==> run_1/placed.png <==
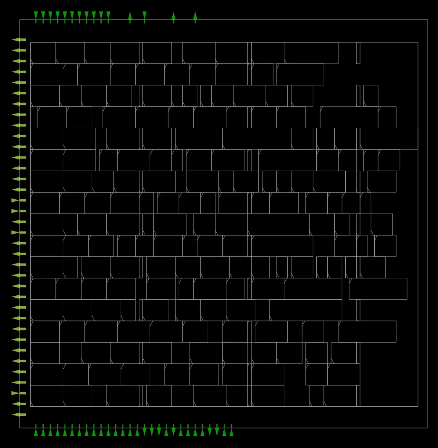
==> run_1/sizing.png <==
Drawn at 8 px/µm.
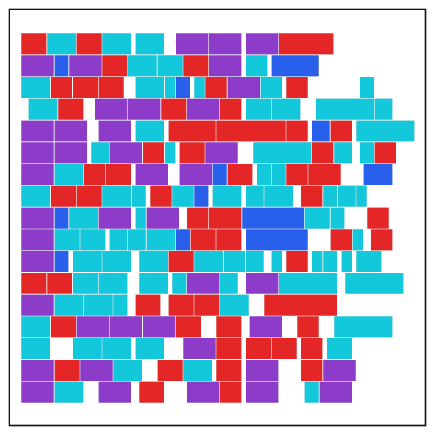
==> run_1/port_trees.png <==
Drawn at 8 px/µm.
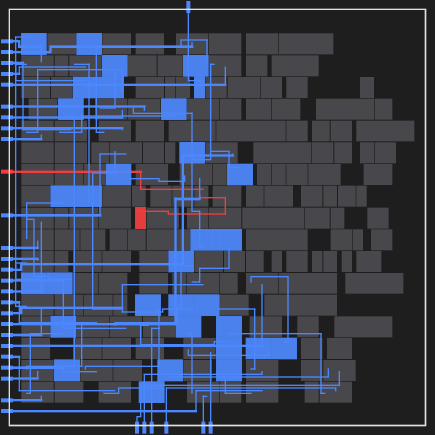
==> run_1/m1.png <==
Drawn at 12 px/µm. Supply wires on this layer in grey. Cells faint in the background.
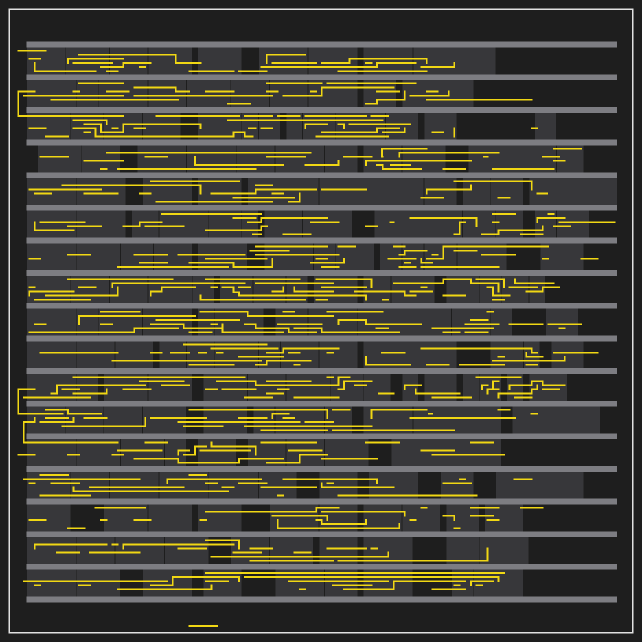
===== config.mk =====
export PLATFORM = sky130hd
export DESIGN_NAME = pipeline_hazard_controller
export DESIGN_NICKNAME = d
export VERILOG_FILES = /design/src/rtl/pipeline_ctrl_pkg.sv /design/src/rtl/muldiv_wait_timer.sv /design/src/rtl/pipeline_hazard_controller.sv
export SDC_FILE = /design/constraint.sdc
export NUM_CORES = 1
export LEC_CHECK = 0
export CORE_UTILIZATION = 28
export CTS_BUF_LIST = sky130_fd_sc_hd__clkbuf_4
export DETAILED_ROUTE_END_ITERATION = 10
export PLACE_DENSITY = 0.9
export SLEW_MARGIN = 20
export SYNTH_ARGS = -nofsm -noshare
export SYNTH_HDL_FRONTEND = slang
export SYNTH_SLANG_ARGS = --single-unit

===== constraint.sdc =====
create_clock -name CLK -period 1.49 [get_ports CLK]
set_input_delay 0.149 -clock CLK [delete_from_list [all_inputs] [get_ports CLK]]
set_output_delay 0.149 -clock CLK [all_outputs]
set_load 0.02 [all_outputs]

===== src/rtl/pipeline_ctrl_pkg.sv =====
// rtl/pipeline_ctrl_pkg.sv - shared types and constants for the pipeline hazard controller
//
// Purpose: FSM state encoding, default M-extension wait limit, the pipeline
//          NOP encoding used by the stage-register flush logic, and the
//          redirect-target alignment helper.
// Ports:   none (package).
package pipeline_ctrl_pkg;

  typedef enum logic {
    ST_RUN  = 1'b0,
    ST_WAIT = 1'b1
  } ctrl_state_e;

  localparam int MULDIV_TIMEOUT_DEFAULT = 64;

  // addi x0, x0, 0
  localparam logic [31:0] NOP_INSTR = 32'h0000_0013;

  // Jump targets from JALR can carry bit 0 set; the fetch address never does.
  function automatic logic [31:0] align_target(input logic [31:0] addr);
    return addr & 32'hFFFF_FFFE;
  endfunction

endpackage


===== src/rtl/muldiv_wait_timer.sv =====
// rtl/muldiv_wait_timer.sv - bounded wait counter for multi-cycle M-extension operations
//
// Purpose: counts WAIT cycles and flags the cycle in which the wait limit is
//          reached; that flag doubles as the one-cycle timeout error pulse.
// Ports:
//   CLK      in   core clock
//   RESET    in   synchronous active-high reset
//   CLEAR    in   hold the counter at 0
//   ENABLE   in   a counting WAIT cycle (no result this cycle)
//   EXPIRED  out  this is the final allowed WAIT cycle; counter clears
module muldiv_wait_timer
  import pipeline_ctrl_pkg::*;
#(
  parameter int TIMEOUT = MULDIV_TIMEOUT_DEFAULT
) (
  input  logic CLK,
  input  logic RESET,
  input  logic CLEAR,
  input  logic ENABLE,
  output logic EXPIRED
);

  localparam logic [7:0] LAST_COUNT = 8'(TIMEOUT - 1);

  logic [7:0] count_q;
  logic [7:0] count_d;

  always_comb begin
    count_d = count_q;
    EXPIRED = 1'b0;
    if (CLEAR) begin
      count_d = '0;
    end else if (ENABLE) begin
      // The limit is reached before the counter could ever wrap.
      if (count_q == LAST_COUNT) begin
        EXPIRED = 1'b1;
        count_d = '0;
      end else begin
        count_d = count_q + 8'd1;
      end
    end
  end

  always_ff @(posedge CLK) begin
    if (RESET) begin
      count_q <= '0;
    end else begin
      count_q <= count_d;
    end
  end

endmodule


===== src/rtl/pipeline_hazard_controller.sv =====
// rtl/pipeline_hazard_controller.sv - stall/flush sequencer for the 5-stage RV32IM pipeline
//
// Purpose: priority decode of branch redirect, multi-cycle M-op wait and
//          load-use bubble; RUN/WAIT FSM with bounded M-op wait.
// Optional feature: BRANCH_STATS_EN adds TAKEN_COUNT / STALL_COUNT counters.
// Ports:
//   CLK, RESET                 clock, synchronous active-high reset
//   BRANCH_SELECT, TARGET_ADDRESS  EX-stage taken flag and redirect target
//   LOAD_USE_HAZARD            ID reads rd of a load in EX
//   MULDIV_START, MULDIV_DONE  M-unit handshake
//   PC_WRITE_EN, PC_SEL, PC_TARGET  PC update controls
//   IF_ID_STALL, ID_EX_STALL   hold pipeline registers
//   IF_ID_FLUSH, ID_EX_FLUSH   load NOP into pipeline registers
//   EX_MEM_BUBBLE              inject NOP into EX/MEM
//   MULDIV_TIMEOUT_ERR         one-cycle pulse on M-op abort
//   BUSY                       FSM is in WAIT
//   TAKEN_COUNT, STALL_COUNT   statistics (BRANCH_STATS_EN only)
module pipeline_hazard_controller
  import pipeline_ctrl_pkg::*;
#(
  parameter int MULDIV_TIMEOUT = MULDIV_TIMEOUT_DEFAULT
) (
  input  logic        CLK,
  input  logic        RESET,
  input  logic        BRANCH_SELECT,
  input  logic [31:0] TARGET_ADDRESS,
  input  logic        LOAD_USE_HAZARD,
  input  logic        MULDIV_START,
  input  logic        MULDIV_DONE,
  output logic        PC_WRITE_EN,
  output logic        PC_SEL,
  output logic [31:0] PC_TARGET,
  output logic        IF_ID_STALL,
  output logic        ID_EX_STALL,
  output logic        IF_ID_FLUSH,
  output logic        ID_EX_FLUSH,
  output logic        EX_MEM_BUBBLE,
  output logic        MULDIV_TIMEOUT_ERR,
  output logic        BUSY
`ifdef BRANCH_STATS_EN
  ,
  output logic [31:0] TAKEN_COUNT,
  output logic [31:0] STALL_COUNT
`endif
);

  ctrl_state_e state_q;
  ctrl_state_e state_d;

  logic timer_clear;
  logic timer_enable;
  logic timer_expired;

  // The timer only runs on WAIT cycles without a result; everywhere else it
  // sits at 0 so a fresh M op always starts counting from zero.
  assign timer_enable = !RESET && (state_q == ST_WAIT) && !MULDIV_DONE;
  assign timer_clear  = !timer_enable;

  muldiv_wait_timer #(
    .TIMEOUT (MULDIV_TIMEOUT)
  ) u_wait_timer (
    .CLK     (CLK),
    .RESET   (RESET),
    .CLEAR   (timer_clear),
    .ENABLE  (timer_enable),
    .EXPIRED (timer_expired)
  );

  assign MULDIV_TIMEOUT_ERR = timer_expired;
  assign BUSY               = !RESET && (state_q == ST_WAIT);
  assign PC_TARGET          = PC_SEL ? align_target(TARGET_ADDRESS) : '0;

  always_comb begin
    state_d       = state_q;
    PC_WRITE_EN   = 1'b0;
    PC_SEL        = 1'b0;
    IF_ID_STALL   = 1'b0;
    ID_EX_STALL   = 1'b0;
    IF_ID_FLUSH   = 1'b0;
    ID_EX_FLUSH   = 1'b0;
    EX_MEM_BUBBLE = 1'b0;
    if (!RESET) begin
      case (state_q)
        ST_RUN: begin
          if (BRANCH_SELECT) begin
            PC_WRITE_EN = 1'b1;
            PC_SEL      = 1'b1;
            IF_ID_FLUSH = 1'b1;
            ID_EX_FLUSH = 1'b1;
          end else if (MULDIV_START && !MULDIV_DONE) begin
            state_d       = ST_WAIT;
            IF_ID_STALL   = 1'b1;
            ID_EX_STALL   = 1'b1;
            EX_MEM_BUBBLE = 1'b1;
          end else if (MULDIV_START) begin
            // Single-cycle result: also masks a load-use hazard this cycle.
            PC_WRITE_EN = 1'b1;
          end else if (LOAD_USE_HAZARD) begin
            IF_ID_STALL = 1'b1;
            ID_EX_FLUSH = 1'b1;
          end else begin
            PC_WRITE_EN = 1'b1;
          end
        end
        ST_WAIT: begin
          // EX holds the M op, so branch and load-use inputs are stale here.
          IF_ID_STALL   = 1'b1;
          ID_EX_STALL   = 1'b1;
          EX_MEM_BUBBLE = 1'b1;
          if (MULDIV_DONE || timer_expired) begin
            state_d = ST_RUN;
          end
        end
        default: begin
          state_d = ST_RUN;
        end
      endcase
    end
  end

  always_ff @(posedge CLK) begin
    if (RESET) begin
      state_q <= ST_RUN;
    end else begin
      state_q <= state_d;
    end
  end

`ifdef BRANCH_STATS_EN
  logic [31:0] taken_count_q;
  logic [31:0] stall_count_q;

  always_ff @(posedge CLK) begin
    if (RESET) begin
      taken_count_q <= '0;
      stall_count_q <= '0;
    end else begin
      if ((state_q == ST_RUN) && BRANCH_SELECT) begin
        taken_count_q <= taken_count_q + 32'd1;
      end
      if (!PC_WRITE_EN) begin
        stall_count_q <= stall_count_q + 32'd1;
      end
    end
  end

  assign TAKEN_COUNT = taken_count_q;
  assign STALL_COUNT = stall_count_q;
`endif

endmodule

==> Slide: Implementation Results, run 1 <==
Implementation Results

Logic synthesis
  • MUX share of area: 0
  • Post-synth top flop: dfxtp_1
  • FF+latch count, synth: 9
  • Syn_area_per_cell: 7.48 µm²

Pwr
  • Clk power: just over 200 µW
  • Total power: 867 µW
  • Switching share of power: 0.304
  • Leak: approximately 0.00083 µW
  • Switching power total: approximately 260 µW

Timing
  • RSZ-0062 raised after global routing: yes
  • Final worst slack: -0.183 ns
  • # setup viols final: 17
  • Fin crit share: 1.12

Route
  • Met2 wire length: approximately 2.3 mm
  • Post-DR wirelength/cell: 20.5 µm

Critical path
  • Crit-path cells: ha_4, nand2_2, or4_4, nor2_4, buf_6
  • Critical register-to-register path startpoint: state_q
  • Largest stage delay, worst path: about 0.44 ns
  • Critical Path End: MULDIV_TIMEOUT_ERR

Finish
  • Clock buffers: 4
  • Largest cell class: non-clock buffers

Global route
  • Largest net degree at the start of global routing: 12
  • Total congestion overflow: 0

Clock network
  • TritonCTS Buffers: 3
  • Post-CTS setup buffer count: 5

Run status
  • Status: finished, violations left
  • Failing checks: negative setup slack

Hold path
  • Hold Path End: state_q
-- placed.png (at the start) --
fill count: 115
core area: 2280 µm²
Rows: 17
Final Non-Filler Cells: 221
sequential cell area share: 0.100

-- sizing.png (at the start) --
size	colour	cells	most used
x6 and larger	purple	42	buf_6
x2	blue	12	buf_2
x1 and smaller	cyan	80	clkdlybuf4s50_1
x3 and x4	red	59	and2_4
final worst slack: -0.183 ns
area grow syn2layout: 167%

-- port_trees.png (at the start) --
port	colour	bits	direction	edge	end cells	buffers	wire
BUSY	red	1	output	west	1	1	42.9 µm
PC_TARGET	blue	32	output	25 west, 6 south, 1 north	32	31	1010 µm
io pins: 79
IO Port Bufs: 76

-- m1.png (at the start) --
main direction	horizontal
share of all routed wire	34%
nets with wire on the layer	200
wire length on this layer	1560 µm
longest straight run	24.8 µm
routed via count: 1165
drt total wl: 4.53 mm
met1 Resource Use GR: 0.260

==> run_1/util_map.png <==
Drawn at 8 px/µm. 10 x 10 tiles, from dark blue (low) to red (high), 0 to 100% covered.
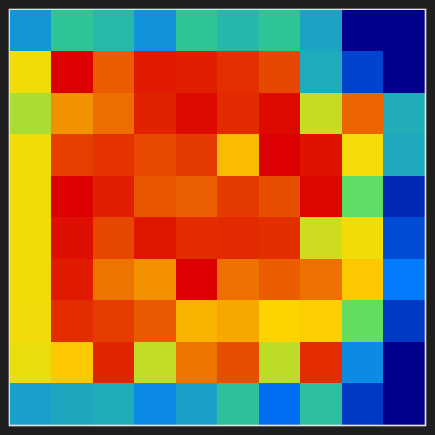

==> run 1 -> run 2 <==
--- a/config.mk
+++ b/config.mk
@@ -5,10 +5,13 @@
 export SDC_FILE = /design/constraint.sdc
 export NUM_CORES = 1
 export LEC_CHECK = 0
-export CORE_UTILIZATION = 28
+export CORE_AREA = 2 2 39 41
 export CTS_BUF_LIST = sky130_fd_sc_hd__clkbuf_4
+export CTS_CLUSTER_DIAMETER = 200
 export DETAILED_ROUTE_END_ITERATION = 10
-export PLACE_DENSITY = 0.9
+export DIE_AREA = 0 0 41 43
+export DONT_BUFFER_PORTS = 1
+export PLACE_DENSITY = 0.75
 export SLEW_MARGIN = 20
 export SYNTH_ARGS = -nofsm -noshare
 export SYNTH_HDL_FRONTEND = slang
==> run_2/util_map.png <==
Drawn at 8 px/µm. 8 x 9 tiles, from dark blue (low) to red (high), 0 to 100% covered.
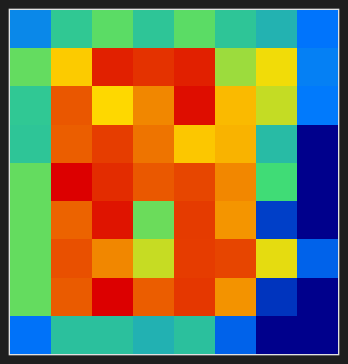
mean over tiles	61%
tiles over 75% full	44%
densest ninth of the die	centre
emptiest ninth of the die	south-east
final core occ: 0.786
floorplan utilization: 0.503

==> run_2/sizing.png <==
Drawn at 8 px/µm.
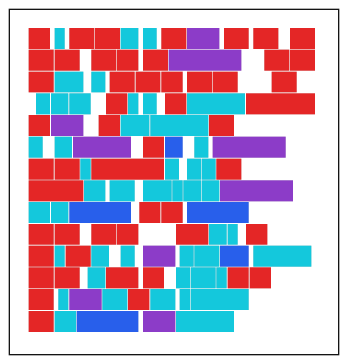
size	colour	cells	most used
x2	blue	5	dfxtp_2
x1 and smaller	cyan	47	a21oi_1
x3 and x4	red	52	and2_4
x6 and larger	purple	9	buf_6
area grow syn2layout: 56.3%
final worst slack: -0.187 ns

==> run 2 against run 1 <==
Compared with the run above: the flow still finishes with violations (negative setup slack); global-route usage decreased by 3.4 points; sequential power about the same; register-to-register slack got worse by 0.07 ns; setup slack got worse by 0.0037 ns; clock skew increased by 0.0029 ns; maximum frequency decreased by 0.22%; largest cell class is now multi-input combinational cells; largest power group is now sequential cells.
==> Slide: Implementation Results, run 2 <==
Implementation Results

Timing
  • Fin crit share: 1.13 (+0.00251)
  • Final worst slack: -0.187 ns (-0.00374 ns)
  • RSZ-0062 raised after global routing: yes
  • # setup viols final: 28 (+11)

Route
  • Uppermost routed layer: met4
  • Met2 wire length: 1.58 mm (-32%)
  • Post-DR wirelength/cell: 23.3 µm (+14%)
  • Drt total wl: 3.01 mm (-34%)
  • Routed via count: 848 (-27%)

Pwr
  • Leak: 0.000445 µW (-47%)
  • Clk power: 215 µW (+4%)
  • Sequential Power Share: 0.357
  • Combinational power: 225 µW
  • Switching share of power: 0.317 (+0.0125)
  • Switching power total: 217 µW (-18%)
  • Total power: 684 µW (-21%)

Finish
  • Largest cell class: multi-input combinational cells
  • Clock buffers: 4 (unchanged)
  • Final Non-Filler Cells: 129 (-42%)
  • Fill count: 81 (-30%)

Die
  • Core area: 1380 µm² (-39%)
  • Io pins: 79 (unchanged)
  • Rows: 14 (-3)
  • Die height: between 40 and 50 µm

Run status
  • Status: finished, violations left
  • Failing checks: negative setup slack

Logic synthesis
  • Sequential element share of the synthesized area: 0.259
  • Syn_area_per_cell: 7.48 µm² (unchanged)
  • MUX share of area: 0 (unchanged)
  • Post-synth top flop: dfxtp_1
  • FF+latch count, synth: 9 (unchanged)
  • Top cell type's share of synthesized area: 0.279
  • Area leader, netlist: and2_1

Global route
  • Total congestion overflow: 0 (unchanged)
  • M2 GR Usage: 0.388
  • Met1 Resource Use GR: 0.241 (-0.0186)

Critical path
  • Crit-path cells: ha_4, nand2_2, or4_4, nor2_4, buf_6
  • Critical register-to-register path startpoint: u_wait_timer.count_q[0]
  • Crit path depth: 5
  • Critical Path End: MULDIV_TIMEOUT_ERR
  • Largest stage delay, worst path: 0.46 ns (+0.02 ns)

Clock network
  • TritonCTS Buffers: 3 (unchanged)
  • Clk Latency, worst-skew pair: approximately 0.26 ns
  • Post-CTS setup buffer count: 0 (-5)

Place
  • Cell count after placement: approximately 120
  • IO Port Bufs: 0 (-100%)

Hold path
  • Hold Path End: u_wait_timer.count_q[1]
==> run_2/placed.png <==
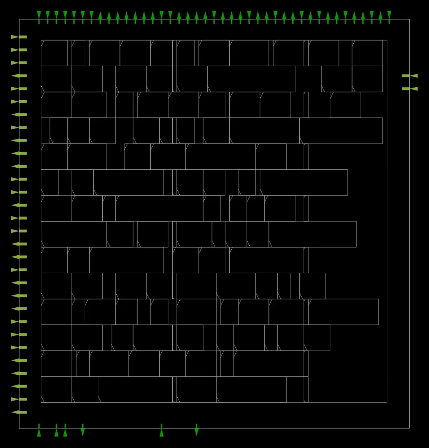

==> run 2 -> run 3 <==
--- a/config.mk
+++ b/config.mk
@@ -5,14 +5,15 @@
 export SDC_FILE = /design/constraint.sdc
 export NUM_CORES = 1
 export LEC_CHECK = 0
-export CORE_AREA = 2 2 39 41
+export CORE_MARGIN = 2
+export CORE_UTILIZATION = 60
 export CTS_BUF_LIST = sky130_fd_sc_hd__clkbuf_4
 export CTS_CLUSTER_DIAMETER = 200
 export DETAILED_ROUTE_END_ITERATION = 10
-export DIE_AREA = 0 0 41 43
 export DONT_BUFFER_PORTS = 1
-export PLACE_DENSITY = 0.75
+export PLACE_DENSITY = 0.84
 export SLEW_MARGIN = 20
 export SYNTH_ARGS = -nofsm -noshare
 export SYNTH_HDL_FRONTEND = slang
+export SYNTH_HIERARCHICAL = 1
 export SYNTH_SLANG_ARGS = --single-unit
==> run_3/placed.png <==
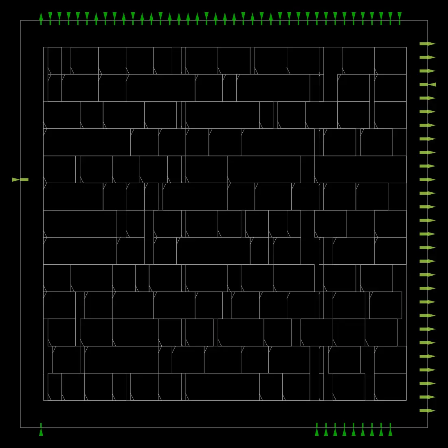
sequential cell area share: 0.158
Rows: 13
Final Non-Filler Cells: 140
final core occ: 0.907

==> run_3/m1.png <==
Drawn at 12 px/µm. Supply wires on this layer in grey. Cells faint in the background.
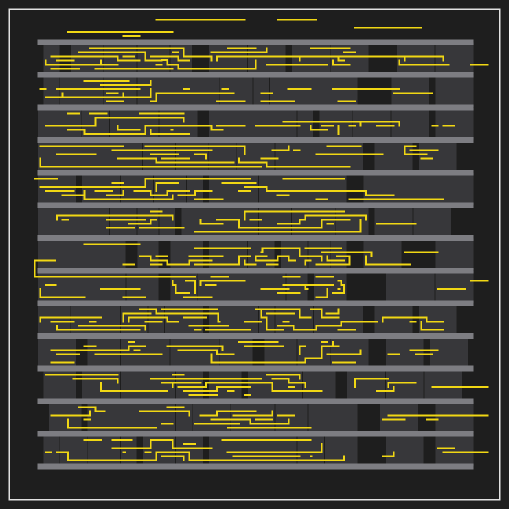
routed via count: 861
drt total wl: 2.92 mm

==> run 3 against run 2 <==
Compared with the run above: sequential power about the same; worst hold slack got worse by 0.060 ns; the run still ends with negative setup slack left; largest power group unchanged; largest cell class unchanged; combinational power decreased by 8.9%; clock power increased by 3%; setup slack got worse by 0.14 ns.
==> Slide: Implementation Results, run 3 <==
Implementation Results

Clock network
  • Clk Latency, worst-skew pair: 0.28 ns (+0.02 ns)
  • TritonCTS Buffers: 3 (unchanged)

Pwr
  • Total power: 668 µW (-2.3%)
  • Switching power total: 214 µW (-1.3%)
  • Sequential Power Share: 0.361 (+0.004)

Place
  • IO Port Bufs: 0 (unchanged)

Die
  • Floorplan utilization: 0.631 (+0.128)

Critical path
  • Crit-path cells: inv_2, or3_4, inv_4, and4_4, nand3_4, nor2_4, buf_6
  • Critical Path End: MULDIV_TIMEOUT_ERR

Timing
  • # setup viols final: 41 (+46%)
  • Final worst slack: -0.323 ns (-0.136 ns)
  • RSZ-0062 raised after global routing: yes

Logic synthesis
  • Area leader, netlist: dfxtp_1
  • Syn_area_per_cell: 8.03 µm² (+7.3%)
  • Sequential element share of the synthesized area: 0.222 (-0.0368)
  • Top cell type's share of synthesized area: 0.222 (-0.0566)
  • MUX share of area: 0.0247 (+0.0247)
  • Post-synth top flop: dfxtp_1

Global route
  • Met1 Resource Use GR: 0.281 (+0.0404)
  • Total congestion overflow: 0 (unchanged)

Run status
  • Failing checks: negative setup slack
  • Status: finished, violations left

Finish
  • Clock buffers: 4 (unchanged)

Route
  • Uppermost routed layer: met4
Power figures rest on the tool's default switching activity, not on a simulated workload.
